File: config.mk
export PLATFORM = sky130hd
export DESIGN_NAME = lif_hidden_layer_flat
export DESIGN_NICKNAME = d
export VERILOG_FILES = /design/src/rtl/lif_hidden_layer.sv /design/src/rtl/lif_hidden_layer_if.sv /design/src/flat_wrapper.sv
export SDC_FILE = /design/constraint.sdc
export NUM_CORES = 1
export LEC_CHECK = 0
export CELL_PAD_IN_SITES_DETAIL_PLACEMENT = 0
export CELL_PAD_IN_SITES_GLOBAL_PLACEMENT = 1
export CORE_ASPECT_RATIO = 0.5
export CORE_MARGIN = 5
export CORE_UTILIZATION = 47
export CTS_BUF_LIST = sky130_fd_sc_hd__clkbuf_2 sky130_fd_sc_hd__clkbuf_4 sky130_fd_sc_hd__clkbuf_8
export DETAILED_ROUTE_END_ITERATION = 16
export PLACE_DENSITY = 0.85
export SYNTH_ARGS = -nofsm -noshare
export SYNTH_HDL_FRONTEND = slang
export SYNTH_SLANG_ARGS = --single-unit
File: constraint.sdc
create_clock -name clk -period 4.2 [get_ports clk]
set_clock_uncertainty 0.05 [all_clocks]
set_input_delay 0.84 -clock clk [delete_from_list [all_inputs] [get_ports clk]]
set_output_delay 0.84 -clock clk [all_outputs]
set_load 0.01 [all_outputs]
File: src/rtl/lif_hidden_layer.sv
// Leaky integrate-and-fire hidden layer: one spike vector in, one spike vector out
// per timestep. Inputs are integrated serially (one index per cycle), all neurons
// in parallel. Membranes clear at every SPIKE_WINDOW boundary.
// Optional refractory period: define LIF_REFRACTORY_EN.
package network_pkg;
  localparam int unsigned INPUT_SIZE   = 4;
  localparam int unsigned HIDDEN_SIZE  = 2;
  localparam int unsigned SPIKE_WINDOW = 16;
endpackage

module lif_hidden_layer #(
  parameter int unsigned INPUT_SIZE   = network_pkg::INPUT_SIZE,
  parameter int unsigned HIDDEN_SIZE  = network_pkg::HIDDEN_SIZE,
  parameter int unsigned SPIKE_WINDOW = network_pkg::SPIKE_WINDOW,
  parameter int unsigned WEIGHT_WIDTH = 8,
  parameter int unsigned MEM_WIDTH    = 16,
  parameter int          THRESHOLD    = 64,
  parameter int unsigned LEAK_SHIFT   = 3,
  parameter int unsigned REFRAC_STEPS = 2
) (
  input logic             clk,
  input logic             rst,
  lif_hidden_layer_if.slave bus
);

  localparam int unsigned W_ENTRIES = INPUT_SIZE * HIDDEN_SIZE;
  localparam int unsigned ADDR_W    = $clog2(W_ENTRIES);
  localparam int unsigned IDX_W     = (INPUT_SIZE > 1) ? $clog2(INPUT_SIZE) : 1;
  localparam int unsigned TS_W      = (SPIKE_WINDOW > 1) ? $clog2(SPIKE_WINDOW) : 1;
  localparam int unsigned SUM_W     = MEM_WIDTH + 1;

  typedef logic signed [MEM_WIDTH-1:0]    mem_t;
  typedef logic signed [WEIGHT_WIDTH-1:0] weight_t;
  typedef logic signed [SUM_W-1:0]        sum_t;
  typedef enum logic [1:0] {IDLE, ACCUM, FIRE} state_t;

  localparam mem_t THR     = mem_t'(THRESHOLD);
  localparam mem_t MEM_MAX = mem_t'({1'b0, {(MEM_WIDTH-1){1'b1}}});
  localparam mem_t MEM_MIN = mem_t'({1'b1, {(MEM_WIDTH-1){1'b0}}});

  // A refractory period of zero steps is meaningless; reject it at elaboration.
  if (REFRAC_STEPS == 0) begin : g_refrac_steps_check
    $error("lif_hidden_layer: REFRAC_STEPS must be at least 1");
  end

  // Saturating membrane + weight add; one guard bit detects overflow.
  function automatic mem_t sat_add(mem_t a, weight_t b);
    sum_t s;
    s = SUM_W'(a) + SUM_W'(b);
    if (s[SUM_W-1] != s[SUM_W-2]) return s[SUM_W-1] ? MEM_MIN : MEM_MAX;
    return mem_t'(s[MEM_WIDTH-1:0]);
  endfunction

  // Leaked membrane; arithmetic shift floors toward -inf for negative values.
  function automatic mem_t leak(mem_t v_in);
    return v_in - (v_in >>> LEAK_SHIFT);
  endfunction

  function automatic logic [ADDR_W-1:0] w_index(int h, logic [IDX_W-1:0] i);
    return ADDR_W'(32'(h) * INPUT_SIZE + 32'(i));
  endfunction

  state_t                 state;
  logic [INPUT_SIZE-1:0]  spike_reg;
  logic [IDX_W-1:0]       idx;
  logic [TS_W-1:0]        ts;
  mem_t                   v   [HIDDEN_SIZE];
  mem_t                   acc [HIDDEN_SIZE];
  weight_t                w   [W_ENTRIES];
  logic                   out_valid_q;
  logic                   window_done_q;
  logic [HIDDEN_SIZE-1:0] out_spike_q;
  logic [HIDDEN_SIZE-1:0] refractory_c;
  logic [HIDDEN_SIZE-1:0] fire_c;
  logic                   last_step_c;

  assign bus.in_ready    = (state == IDLE);
  assign bus.out_valid   = out_valid_q;
  assign bus.out_spike   = out_spike_q;
  assign bus.window_done = window_done_q;
  assign last_step_c     = (ts == TS_W'(SPIKE_WINDOW - 1));

  // Per-neuron firing decision for the FIRE cycle.
  always_comb begin
    fire_c = '0;
    for (int h = 0; h < HIDDEN_SIZE; h++) begin
      fire_c[h] = !refractory_c[h] && (acc[h] >= THR);
    end
  end

`ifdef LIF_REFRACTORY_EN
  localparam int unsigned RF_W = $clog2(REFRAC_STEPS + 1);

  logic [RF_W-1:0] refr [HIDDEN_SIZE];

  // Neurons with a non-zero refractory count are held silent.
  always_comb begin
    refractory_c = '0;
    for (int h = 0; h < HIDDEN_SIZE; h++) begin
      refractory_c[h] = (refr[h] != '0);
    end
  end

  // Refractory counters: load on a spike, count down once per timestep, clear at window end.
  always_ff @(posedge clk) begin
    if (rst) begin
      for (int h = 0; h < HIDDEN_SIZE; h++) refr[h] <= '0;
    end else if (state == FIRE) begin
      for (int h = 0; h < HIDDEN_SIZE; h++) begin
        if (last_step_c)        refr[h] <= '0;
        else if (refr[h] != '0) refr[h] <= refr[h] - 1'b1;
        else if (fire_c[h])     refr[h] <= RF_W'(REFRAC_STEPS);
      end
    end
  end
`else
  assign refractory_c = '0;
`endif

  // Weight register file; writes land at the edge, so a same-cycle read sees the old value.
  always_ff @(posedge clk) begin
    if (rst) begin
      for (int k = 0; k < W_ENTRIES; k++) w[k] <= '0;
    end else if (bus.w_we && (32'(bus.w_addr) < W_ENTRIES)) begin
      w[bus.w_addr] <= weight_t'(bus.w_data);
    end
  end

  // Timestep FSM: accept and leak, serial accumulate, then fire and publish.
  always_ff @(posedge clk) begin
    if (rst) begin
      state         <= IDLE;
      spike_reg     <= '0;
      idx           <= '0;
      ts            <= '0;
      out_valid_q   <= 1'b0;
      out_spike_q   <= '0;
      window_done_q <= 1'b0;
      for (int h = 0; h < HIDDEN_SIZE; h++) begin
        v[h]   <= '0;
        acc[h] <= '0;
      end
    end else begin
      out_valid_q   <= 1'b0;
      window_done_q <= 1'b0;
      unique case (state)
        IDLE: begin
          if (bus.in_valid) begin
            spike_reg <= bus.in_spike;
            idx       <= '0;
            for (int h = 0; h < HIDDEN_SIZE; h++) begin
              acc[h] <= refractory_c[h] ? '0 : leak(v[h]);
            end
            state <= ACCUM;
          end
        end
        ACCUM: begin
          for (int h = 0; h < HIDDEN_SIZE; h++) begin
            if (spike_reg[idx] && !refractory_c[h]) begin
              acc[h] <= sat_add(acc[h], w[w_index(h, idx)]);
            end
          end
          idx <= idx + 1'b1;
          if (idx == IDX_W'(INPUT_SIZE - 1)) state <= FIRE;
        end
        FIRE: begin
          for (int h = 0; h < HIDDEN_SIZE; h++) begin
            out_spike_q[h] <= fire_c[h];
            if (last_step_c || fire_c[h] || refractory_c[h]) v[h] <= '0;
            else                                             v[h] <= acc[h];
          end
          out_valid_q   <= 1'b1;
          window_done_q <= last_step_c;
          ts            <= last_step_c ? '0 : ts + 1'b1;
          state         <= IDLE;
        end
        default: state <= IDLE;
      endcase
    end
  end

endmodule
File: src/rtl/lif_hidden_layer_if.sv
// Spike-vector handshake, weight-write port and output spikes of the LIF hidden layer.
// master: upstream/driver side; slave: the layer itself.
interface lif_hidden_layer_if #(
  parameter int unsigned INPUT_SIZE   = 4,
  parameter int unsigned HIDDEN_SIZE  = 2,
  parameter int unsigned WEIGHT_WIDTH = 8
);
  localparam int unsigned ADDR_W = $clog2(INPUT_SIZE * HIDDEN_SIZE);

  logic                    in_valid;
  logic                    in_ready;
  logic [INPUT_SIZE-1:0]   in_spike;
  logic                    w_we;
  logic [ADDR_W-1:0]       w_addr;
  logic [WEIGHT_WIDTH-1:0] w_data;
  logic                    out_valid;
  logic [HIDDEN_SIZE-1:0]  out_spike;
  logic                    window_done;

  modport master (
    output in_valid, in_spike, w_we, w_addr, w_data,
    input  in_ready, out_valid, out_spike, window_done
  );

  modport slave (
    input  in_valid, in_spike, w_we, w_addr, w_data,
    output in_ready, out_valid, out_spike, window_done
  );
endinterface

File: src/flat_wrapper.sv
// flat-port wrapper written by rule: the top's interface ports become plain ports
module lif_hidden_layer_flat 
#(
  parameter int unsigned INPUT_SIZE   = network_pkg::INPUT_SIZE,
  parameter int unsigned HIDDEN_SIZE  = network_pkg::HIDDEN_SIZE,
  parameter int unsigned SPIKE_WINDOW = network_pkg::SPIKE_WINDOW,
  parameter int unsigned WEIGHT_WIDTH = 8,
  parameter int unsigned MEM_WIDTH    = 16,
  parameter int          THRESHOLD    = 64,
  parameter int unsigned LEAK_SHIFT   = 3,
  parameter int unsigned REFRAC_STEPS = 2
)
  (clk, rst, bus_in_valid, bus_in_spike, bus_w_we, bus_w_addr, bus_w_data, bus_in_ready, bus_out_valid, bus_out_spike, bus_window_done);
  lif_hidden_layer_if #(.INPUT_SIZE(INPUT_SIZE), .HIDDEN_SIZE(HIDDEN_SIZE), .WEIGHT_WIDTH(WEIGHT_WIDTH)) bus_i ();
  input logic clk;
  input logic rst;
  input wire logic [$bits(bus_i.in_valid)-1:0] bus_in_valid;
  input wire logic [$bits(bus_i.in_spike)-1:0] bus_in_spike;
  input wire logic [$bits(bus_i.w_we)-1:0] bus_w_we;
  input wire logic [$bits(bus_i.w_addr)-1:0] bus_w_addr;
  input wire logic [$bits(bus_i.w_data)-1:0] bus_w_data;
  output wire logic [$bits(bus_i.in_ready)-1:0] bus_in_ready;
  output wire logic [$bits(bus_i.out_valid)-1:0] bus_out_valid;
  output wire logic [$bits(bus_i.out_spike)-1:0] bus_out_spike;
  output wire logic [$bits(bus_i.window_done)-1:0] bus_window_done;
  assign bus_i.in_valid = bus_in_valid;
  assign bus_i.in_spike = bus_in_spike;
  assign bus_i.w_we = bus_w_we;
  assign bus_i.w_addr = bus_w_addr;
  assign bus_i.w_data = bus_w_data;
  assign bus_in_ready = bus_i.in_ready;
  assign bus_out_valid = bus_i.out_valid;
  assign bus_out_spike = bus_i.out_spike;
  assign bus_window_done = bus_i.window_done;
  lif_hidden_layer #(.INPUT_SIZE(INPUT_SIZE), .HIDDEN_SIZE(HIDDEN_SIZE), .SPIKE_WINDOW(SPIKE_WINDOW), .WEIGHT_WIDTH(WEIGHT_WIDTH), .MEM_WIDTH(MEM_WIDTH), .THRESHOLD(THRESHOLD), .LEAK_SHIFT(LEAK_SHIFT), .REFRAC_STEPS(REFRAC_STEPS)) u_core (.clk(clk), .rst(rst), .bus(bus_i));
endmodule
==> out/results.ini <==
[logic_synthesis]
ys_seq_share = 0.473
synth-async-reset-ratio = 0
ys_warn_count = 0
ys_chip_area_mm2 = 0.00889
ys.flops = 146
synth_nets = 875
top_cells_by_count = edfxtp_1, and2_1, ha_1
top_area_cell = edfxtp_1
ys_cells = 786
syn_area_mm2 = 0.00889

[clock_network]
ctsLongestPathBuffers = 2
clock_latency_ns = 0.45
postCtsHoldBufs = 0
clk_pin_slew_worst_paths_ns = 0.09
cts_tree = built
htreeDepth = 4

[worst_setup_path]
worstPathMaxFanout = 7
cpPeakStageDelay_ns = 0.53
worstPathCellList = buf_12 -> mux4_2 -> ha_4 -> inv_1 -> o21ai_1 -> a31oi_1 -> o31ai_1 -> buf_4 -> a31oi_4 -> o211a_1 -> or3_1 -> ha_1 -> nand2_1 -> a21o_1 -> a211o_4 -> o211ai_1
cp.required_ns = 4.43
cpLargestDelayFamily = AND-OR/OR-AND gates
path_buffers = 3
critPathKind = register to register
end_kind = register

[global_routing]
grt_pass1_wl_um = 31300
antenna_found_initial = 0

[route]
wl_met1_um = 9350
vias = 6126
drt_first_pass_iters = 4
wl_per_cell_um = 17.5
wl_met3_um = 948
drt-total-wl_um = 19600
drt_iter0_markers = 356

[run_status]
outcome = finished, final reports clean

[place]
dp_hpwl_um = 14700

[floorplanning]
die_x_um = 204

[job]
maxCapViolCount = 0

[timing]
final_max_slew_viol_count = 0
tightestPinTransition_ns = 0.697

[cells_and_area]
regMostFlops = u_core.w
largest_registers = u_core.w x64, u_core.acc x32, u_core.v x32
antennaDiodeCount = 0
fin_nets = 935

[pwr]
total_power_mw = 3.77
peakVddDrop_mv = 0.307

==> per-stage QoR <==
step | setup WS, ns | instances | area, µm² | TNS, ns | hold slack, ns
after floorplan | 0.0582 | 786 | 8890 | 0 | 0.405
after global placement | -0.0663 | 1083 | 9630 | -0.284 | 0.391
after detailed placement | -0.108 | 1083 | 9630 | -0.889 | 0.403
after CTS | 0.0322 | 1115 | 10000 | 0 | 0.416
after global routing | -0.0119 | 1118 | 10100 | -0.0119 | 0.458
final | 0.105 | 1118 | 10100 | 0 | 0.413
==> timing repair <==
item / 4_1_cts / 5_1_grt
cloned: 0 / 1
setup endpoints to repair: 15 / 29
resized: 3 / 14
pin swaps: 0 / 4
buffers inserted: 0 / 2
==> power breakdown <==
part / internal [mW] / switching, mW / total [mW]
Combinational: 0.429 / 0.521 / 0.950
Sequential: 1.68 / 0.0598 / 1.74
Clock: 0.449 / 0.637 / 1.09
Total: 2.55 / 1.22 / 3.77
==> path summary, 6_finish.rpt <==
check	start	to	slack, ns
min reg2reg	u_core.bus.out_spike[1]	u_core.bus.out_spike[1]	0.41
max	register	u_core.acc[0][0]	0.11
max reg2reg	register	u_core.acc[0][0]	0.11
min	u_core.bus.out_spike[1]	u_core.bus.out_spike[1]	0.41
==> cells by family (layout without fill, tap and decap cells) <==
group / after synthesis / count (layout) / share of synthesized area
DFF: 146 / 146 / 0.473
adders and majority gates: 71 / 71 / 0.103
xor gates and xnor gates: 49 / 49 / 0.0491
muxes: 25 / 25 / 0.0521
and+or+nand+nor: 270 / 270 / 0.163
buffers and inverters: 64 / 136 / 0.0277
AOI/OAI and AO/OA: 161 / 162 / 0.132
==> placed cells by master (no fill, tap or decap), types with 6 or more instances in the layout <==
master | netlist | final
nor2b_1 | 9 | 9
clkdlybuf4s50_1 | 0 | 23
nor4_1 | 6 | 6
xor2_1 | 18 | 18
mux2i_1 | 8 | 8
buf_4 | 1 | 34
and2_1 | 99 | 99
o21bai_1 | 7 | 6
nand2b_1 | 10 | 10
dfxtp_1 | 18 | 17
edfxtp_1 | 128 | 128
or2_2 | 11 | 10
o21ai_0 | 21 | 20
ha_1 | 66 | 63
a21oi_1 | 34 | 32
clkbuf_8 | 0 | 17
nor2_1 | 46 | 46
xnor2_1 | 30 | 30
nor3_1 | 25 | 24
o21a_1 | 7 | 7
a221o_1 | 12 | 12
a31oi_1 | 10 | 9
nand2_1 | 39 | 39
a21o_1 | 21 | 21
nand3_1 | 9 | 9
inv_1 | 46 | 46
o211ai_1 | 6 | 6
mux4_2 | 17 | 17
==> area by class of cell <==
| class | count | area [µm²] |
|---|---|---|
| fill | 1581 | 8340 |
| sequential | 146 | 4210 |
| tap | 259 | 324 |
| clock inverter | 14 | 141 |
| multi-input combinational | 577 | 4550 |
| inverter | 46 | 173 |
| clock buffer | 18 | 241 |
| timing repair buffer | 58 | 505 |
==> metal layers <==
| metal | vias up | global-route usage |
|---|---|---|
| met5 | - | 0 |
| met4 | 0 | 0.0492 |
| met3 | 21 | 0.0354 |
| met2 | 140 | 0.294 |
| met1 | 2941 | 0.258 |
| li1 | 3024 | - |
### Cells by drive strength

Scale: 2 px per µm.
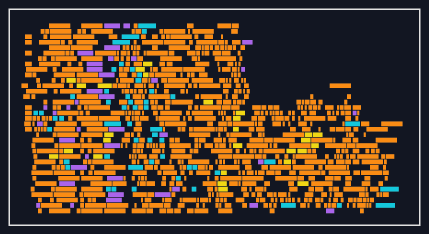
drive 3 to 4 -> cyan  # cells 52, share 6.1%
drive 6 and up -> yellow  # cells 27, share 3.1%
drive 2 -> purple  # cells 38, share 4.4%
drive 1 or less -> orange  # cells 742, share 86%
final instance area: 0.0101 mm²
P&R area growth vs syn: 14.1%
final worst slack: 0.105 ns

### Register map, names as in the netlist

Scale: 2 px per µm. Other sequential cells in the stronger grey, the rest of the logic in the fainter grey.
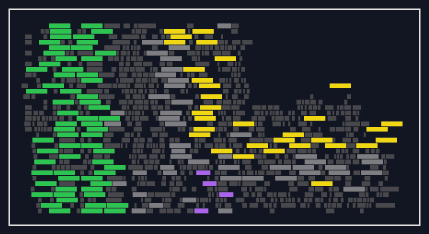
u_core.w -> green  # sequential cells 64, where a column on the left
u_core.v -> yellow  # sequential cells 32
u_core.ts -> purple  # sequential cells 4, where bottom middle
not coloured = 46
flop share of the area: 0.415
Util after Layout: 0.549

### Placement by cell class

Scale: 3 px per µm.
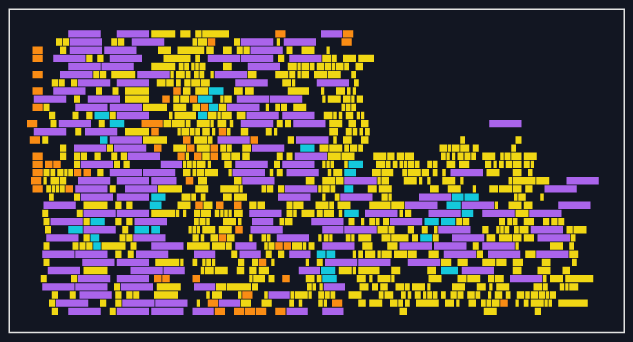
clock drivers and dummy loads -> cyan  # cells 32, share of their area 3.9%
flip-flops -> purple  # cells 146, share of their area 43%
other buffers and delay cells -> orange  # cells 58, share of their area 5.1%
all other logic -> yellow  # cells 623, share of their area 48%
row cnt: 35
Core Box Area: 0.0185 mm²

No activity file was given, so power comes from the tool's default toggle rates.
